<file path="src/rtl/aes32_inv_shiftrows_stream_if.sv">
// Stream bundle for the word-serial AES InvShiftRows stage.
// slave: DUT side (in_* consumer, out_* producer); master: driver/monitor side.
// Optional bypass signal exists only when AES32_INVSR_BYPASS_EN is defined.
interface aes32_inv_shiftrows_stream_if;
    logic [31:0] in_word;
    logic        in_valid;
    logic        in_ready;
    logic [31:0] out_word;
    logic        out_valid;
    logic        out_ready;
    logic        out_last;
`ifdef AES32_INVSR_BYPASS_EN
    logic        bypass;

    modport slave (
        input  in_word, in_valid, out_ready, bypass,
        output in_ready, out_word, out_valid, out_last
    );
    modport master (
        output in_word, in_valid, out_ready, bypass,
        input  in_ready, out_word, out_valid, out_last
    );
`else
    modport slave (
        input  in_word, in_valid, out_ready,
        output in_ready, out_word, out_valid, out_last
    );
    modport master (
        output in_word, in_valid, out_ready,
        input  in_ready, out_word, out_valid, out_last
    );
`endif
endinterface

</file>
<file path="src/rtl/aes32_inv_shiftrows_stream.sv">
// Word-serial AES InvShiftRows: buffers four column words per block and
// emits the inverse-shifted columns col0..col3 on a valid/ready stream.
// Ports: clk, rst (sync, active-high), io (slave modport: in_word/in_valid/
// in_ready, out_word/out_valid/out_ready/out_last, optional bypass).
// Parameter BANKS: 1 = fill-then-drain, 2 = ping-pong buffering.
// Macro AES32_INVSR_BYPASS_EN adds a per-block bypass (unshuffled output).
module aes32_inv_shiftrows_stream #(
    parameter int BANKS = 2
) (
    input  logic                          clk,
    input  logic                          rst,
    aes32_inv_shiftrows_stream_if.slave   io
);

    typedef enum logic [1:0] {
        ST_EMPTY,
        ST_FILLING,
        ST_FULL,
        ST_DRAINING
    } bank_st_e;

    // Bank toggling is disabled with a single bank, so bank 1 stays idle.
    localparam logic MULTI = 1'(BANKS == 2);

    bank_st_e    st_q [2];
    bank_st_e    st_d [2];
    logic [31:0] mem_q [2][4];
    logic [31:0] mem_d [2][4];
    logic        wr_bank_q, wr_bank_d;
    logic        rd_bank_q, rd_bank_d;
    logic [1:0]  wr_idx_q, wr_idx_d;
    logic [1:0]  rd_idx_q, rd_idx_d;
`ifdef AES32_INVSR_BYPASS_EN
    logic        byp_q [2];
    logic        byp_d [2];
`endif

    logic        in_ready;
    logic        out_valid;
    logic        wr_fire;
    logic        rd_fire;
    logic [31:0] shuf;
    logic [1:0]  src;

    // Handshake status depends only on registered bank state.
    always_comb begin
        in_ready  = !rst && (st_q[wr_bank_q] == ST_EMPTY ||
                             st_q[wr_bank_q] == ST_FILLING);
        out_valid = !rst && (st_q[rd_bank_q] == ST_FULL ||
                             st_q[rd_bank_q] == ST_DRAINING);
        wr_fire   = io.in_valid && in_ready;
        rd_fire   = out_valid && io.out_ready;
    end

    // Row r of output column j is taken from stored column (j - r) mod 4.
    always_comb begin
        shuf = '0;
        src  = '0;
        for (int r = 0; r < 4; r++) begin
            src = rd_idx_q - 2'(r);
            shuf[31-8*r -: 8] = mem_q[rd_bank_q][src][31-8*r -: 8];
        end
`ifdef AES32_INVSR_BYPASS_EN
        if (byp_q[rd_bank_q]) begin
            shuf = mem_q[rd_bank_q][rd_idx_q];
        end
`endif
        io.in_ready  = in_ready;
        io.out_valid = out_valid;
        io.out_word  = out_valid ? shuf : '0;
        io.out_last  = out_valid && (rd_idx_q == 2'd3);
    end

    // Write and read never target the same bank in one cycle: a writable
    // bank is EMPTY/FILLING, a readable one is FULL/DRAINING.
    always_comb begin
        st_d      = st_q;
        mem_d     = mem_q;
        wr_bank_d = wr_bank_q;
        rd_bank_d = rd_bank_q;
        wr_idx_d  = wr_idx_q;
        rd_idx_d  = rd_idx_q;
`ifdef AES32_INVSR_BYPASS_EN
        byp_d     = byp_q;
`endif
        if (wr_fire) begin
            mem_d[wr_bank_q][wr_idx_q] = io.in_word;
            st_d[wr_bank_q] = (wr_idx_q == 2'd3) ? ST_FULL : ST_FILLING;
            wr_idx_d = wr_idx_q + 2'd1;
            if (wr_idx_q == 2'd3) begin
                wr_bank_d = MULTI & ~wr_bank_q;
            end
`ifdef AES32_INVSR_BYPASS_EN
            if (wr_idx_q == 2'd0) begin
                byp_d[wr_bank_q] = io.bypass;
            end
`endif
        end
        if (rd_fire) begin
            st_d[rd_bank_q] = (rd_idx_q == 2'd3) ? ST_EMPTY : ST_DRAINING;
            rd_idx_d = rd_idx_q + 2'd1;
            if (rd_idx_q == 2'd3) begin
                rd_bank_d = MULTI & ~rd_bank_q;
            end
        end
    end

    always_ff @(posedge clk) begin
        if (rst) begin
            st_q[0]   <= ST_EMPTY;
            st_q[1]   <= ST_EMPTY;
            wr_bank_q <= 1'b0;
            rd_bank_q <= 1'b0;
            wr_idx_q  <= 2'd0;
            rd_idx_q  <= 2'd0;
`ifdef AES32_INVSR_BYPASS_EN
            byp_q[0]  <= 1'b0;
            byp_q[1]  <= 1'b0;
`endif
        end else begin
            st_q      <= st_d;
            wr_bank_q <= wr_bank_d;
            rd_bank_q <= rd_bank_d;
            wr_idx_q  <= wr_idx_d;
            rd_idx_q  <= rd_idx_d;
`ifdef AES32_INVSR_BYPASS_EN
            byp_q     <= byp_d;
`endif
        end
    end

    // Data storage needs no reset; validity is tracked by bank state.
    always_ff @(posedge clk) begin
        mem_q <= mem_d;
    end

endmodule

</file>
<file path="src/flat_wrapper.sv">
// flat-port wrapper written by rule: the top's interface ports become plain ports
module aes32_inv_shiftrows_stream_flat 
#(
    parameter int BANKS = 2
)
  (clk, rst, io_in_word, io_in_valid, io_out_ready, io_in_ready, io_out_word, io_out_valid, io_out_last);
  aes32_inv_shiftrows_stream_if io_i ();
  input  logic clk;
  input  logic rst;
  input wire logic [$bits(io_i.in_word)-1:0] io_in_word;
  input wire logic [$bits(io_i.in_valid)-1:0] io_in_valid;
  input wire logic [$bits(io_i.out_ready)-1:0] io_out_ready;
  output wire logic [$bits(io_i.in_ready)-1:0] io_in_ready;
  output wire logic [$bits(io_i.out_word)-1:0] io_out_word;
  output wire logic [$bits(io_i.out_valid)-1:0] io_out_valid;
  output wire logic [$bits(io_i.out_last)-1:0] io_out_last;
  assign io_i.in_word = io_in_word;
  assign io_i.in_valid = io_in_valid;
  assign io_i.out_ready = io_out_ready;
  assign io_in_ready = io_i.in_ready;
  assign io_out_word = io_i.out_word;
  assign io_out_valid = io_i.out_valid;
  assign io_out_last = io_i.out_last;
  aes32_inv_shiftrows_stream #(.BANKS(BANKS)) u_core (.clk(clk), .rst(rst), .io(io_i));
endmodule
</file>
<file path="config.mk">
export PLATFORM = sky130hd
export DESIGN_NAME = aes32_inv_shiftrows_stream_flat
export DESIGN_NICKNAME = d
export VERILOG_FILES = /design/src/rtl/aes32_inv_shiftrows_stream_if.sv /design/src/rtl/aes32_inv_shiftrows_stream.sv /design/src/flat_wrapper.sv
export SDC_FILE = /design/constraint.sdc
export NUM_CORES = 1
export LEC_CHECK = 0
export CAP_MARGIN = 20
export CORE_MARGIN = 2
export CORE_UTILIZATION = 28
export CTS_CLUSTER_DIAMETER = 120
export CTS_CLUSTER_SIZE = 10
export DETAILED_ROUTE_END_ITERATION = 6
export GPL_ROUTABILITY_DRIVEN = 0
export PLACE_DENSITY_LB_ADDON = 0.05
export SLEW_MARGIN = 20
export SYNTH_ARGS = -nofsm -noshare
export SYNTH_HDL_FRONTEND = slang
export SYNTH_SLANG_ARGS = --single-unit
export TNS_END_PERCENT = 20
</file>
<file path="constraint.sdc">
create_clock -name clk -period 2.7 [get_ports clk]
set_input_delay 0.54 -clock clk [delete_from_list [all_inputs] [get_ports clk]]
set_output_delay 0.54 -clock clk [all_outputs]
set_load 0.02 [all_outputs]
</file>
==> flow_summary.json <==
{
  "cap_violations": 0,
  "setup_ws_ps": -121,
  "vias": 4902,
  "drtAntennaViolNets": 0,
  "worstHoldPathType": "reg2reg",
  "power_density_nw_per_um2": 645,
  "netlist_instances": 435,
  "setup_viol": 19,
  "core_um2": 35700,
  "ctsHoldBuffers": 0,
  "fmax_mhz": 354,
  "end_kind": "output pin",
  "cp_max_fo": 6,
  "hold_violations": 0,
  "area.growth.synth_to_final_pct": 26.9,
  "fin_crit_ps": 2820,
  "violations": "setup timing",
  "clk_pin_slew_ps": 60,
  "clock_skew_ps": 11.9,
  "status": "finished with violations",
  "drive_gt1_share_pct": 35.4,
  "warnings": 32,
  "vias_per_cell": 4.69,
  "grt_pass1_wl_um": 37800,
  "max_slew_margin_pct": 71.6,
  "first_global_vias": 5490,
  "cts_buffer_depth": 3,
  "crit_required_ps": 2160
}
==> per-stage QoR <==
step | util (%) | total power, uW | area (um^2) | setup WS, ps
after floorplan | - | 4710 | 10200 | 271
after global placement | 33.2 | 4860 | 11800 | -311
after detailed placement | 33.2 | 4870 | 11800 | -326
after CTS | 36.0 | 8480 | 12800 | -168
after global routing | 36.2 | 8660 | 12900 | -199
final | 36.2 | 8330 | 12900 | -121
==> synth_stat cells (2+ instances only) <==
cell type  number
a21oi_1         6
inv_1           4
mux4_1          7
buf_4           6
o21ai_0         5
buf_2           7
buf_12          3
ha_1            6
dfxtp_1         8
nand3_1         3
nor2_1          4
mux4_2         57
and2_1          9
nor3b_4         2
edfxtp_1      256
a22o_1         32
nand2_1         2
clkbuf_1        3
==> layout by cell type, fill, tap and decap left out, types with 2 or more instances in the layout <==
cell type / netlist / layout
edfxtp_1: 256 / 256
mux4_2: 57 / 64
buf_4: 6 / 36
clkdlybuf4s50_1: 0 / 35
a22o_1: 32 / 32
clkbuf_16: 0 / 31
buf_12: 3 / 20
buf_6: 1 / 18
clkbuf_1: 3 / 10
buf_2: 7 / 10
and2_2: 0 / 8
buf_16: 0 / 8
a21oi_1: 6 / 6
ha_1: 6 / 6
dfxtp_1: 8 / 6
o21ai_0: 5 / 5
inv_1: 4 / 4
nor2_1: 4 / 3
nand3_1: 3 / 3
nor3b_4: 2 / 2
nor3_4: 1 / 2
nand2_1: 2 / 2
dfxtp_4: 0 / 2
==> kinds of logic (layout without fill, tap and decap cells) <==
logic type                 after synthesis  in the layout  share of synthesized area [%]
AOI/OAI and AO/OA                       46             46                           3.53
adders and majority gates                6              6                          0.737
buffers and inverters                   25            175                           1.89
DFF                                    264            264                           77.1
muxes                                   67             67                           14.8
and+or+nand+nor                         27             27                           1.95
==> report_power, final <==
group | internal [uW] | total (uW) | switching, uW
clock | 2050 | 3550 | 1500
combinational | 103 | 226 | 123
sequential | 4540 | 4560 | 12.0
==> per-layer routing <==
metal | global-route usage [%] | wire, um
met1 | 18.6 | 11700
met5 | 0 | 13
met2 | 22.6 | 12400
met4 | 4.22 | 672
met3 | 2.52 | 1030
==> area by class of cell <==
type                    instances  area [um^2]
clock buffers                  41          813
clock inverters                 1         8.76
fillers                      3306        22700
inverters                       4         15.0
multi-input cells             146         2140
flip-flops and latches        264         7860
well taps                     461          577
repair buffers                129         1510
==> tightest hold or removal path, delay by kind of cell (launching register included) <==
family	cells	cell delay, ps
compound gates	2	160
flops	1	350
==> sequential cells by signal, indices dropped and copies added, names as in the netlist <==
signal	cells
u_core.mem_q	256
u_core.rd_bank_q	1
u_core.rd_idx_q	2
u_core.st_q	2
u_core.wr_bank_q	1
u_core.wr_idx_q	2
==> worst paths after layout <==
kind                 startpoint                 end  slack (ps)  cells past startpoint
max            u_core.rd_bank_q     io_out_word[15]        -120                      7
min          u_core.wr_idx_q[1]  u_core.wr_idx_q[1]         560                      2
min reg2reg  u_core.wr_idx_q[1]  u_core.wr_idx_q[1]         560                      2
max reg2reg      u_core.st_q[3]   u_core.mem_q[184]         940                      5
Fig. 1: port wiring
(1.5 px per um)
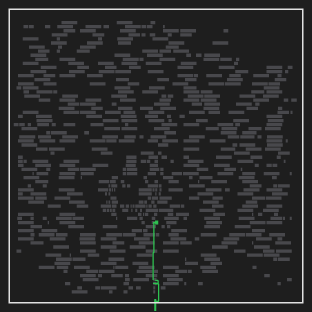
Key: green = io_out_valid [bits 1, direction output, edge bottom, end cells 1, wire 65.5 um]
Top Ports: 71
I/O Buffers: 70

Fig. 2: selected gate families
(2 px per um)
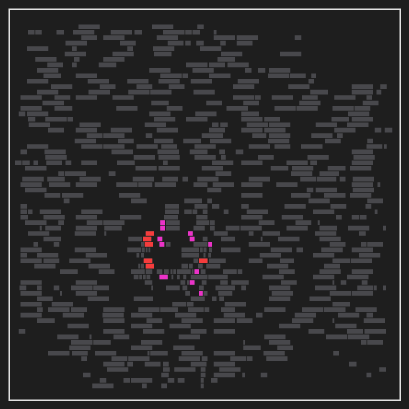
Key: red = adder and majority cells [cells 6]; magenta = AND and OR gates [cells 11, where middle]
Final Instance Count excl. Fillers: 1,046
most frequent logic cell in the layout: edfxtp_1
logic share of the area: 16.5%

Fig. 3: ports around the boundary
(2 px per um) Pins as bars across the die edge, other pins in gray.
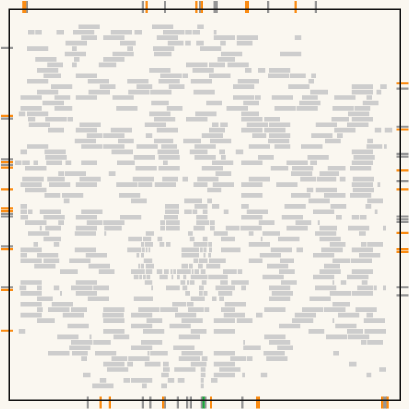
Key: green = io_out_valid [pins 1, direction output, edge bottom]; orange = io_in_word [pins 32, direction input, edge 9 left, 8 bottom, 8 top, 7 right]
All pins by edge: 21 bottom, 17 left, 17 right, 16 top.
die height: 195 um
Die W: 195 um

Power and IR drop assume default switching activity.
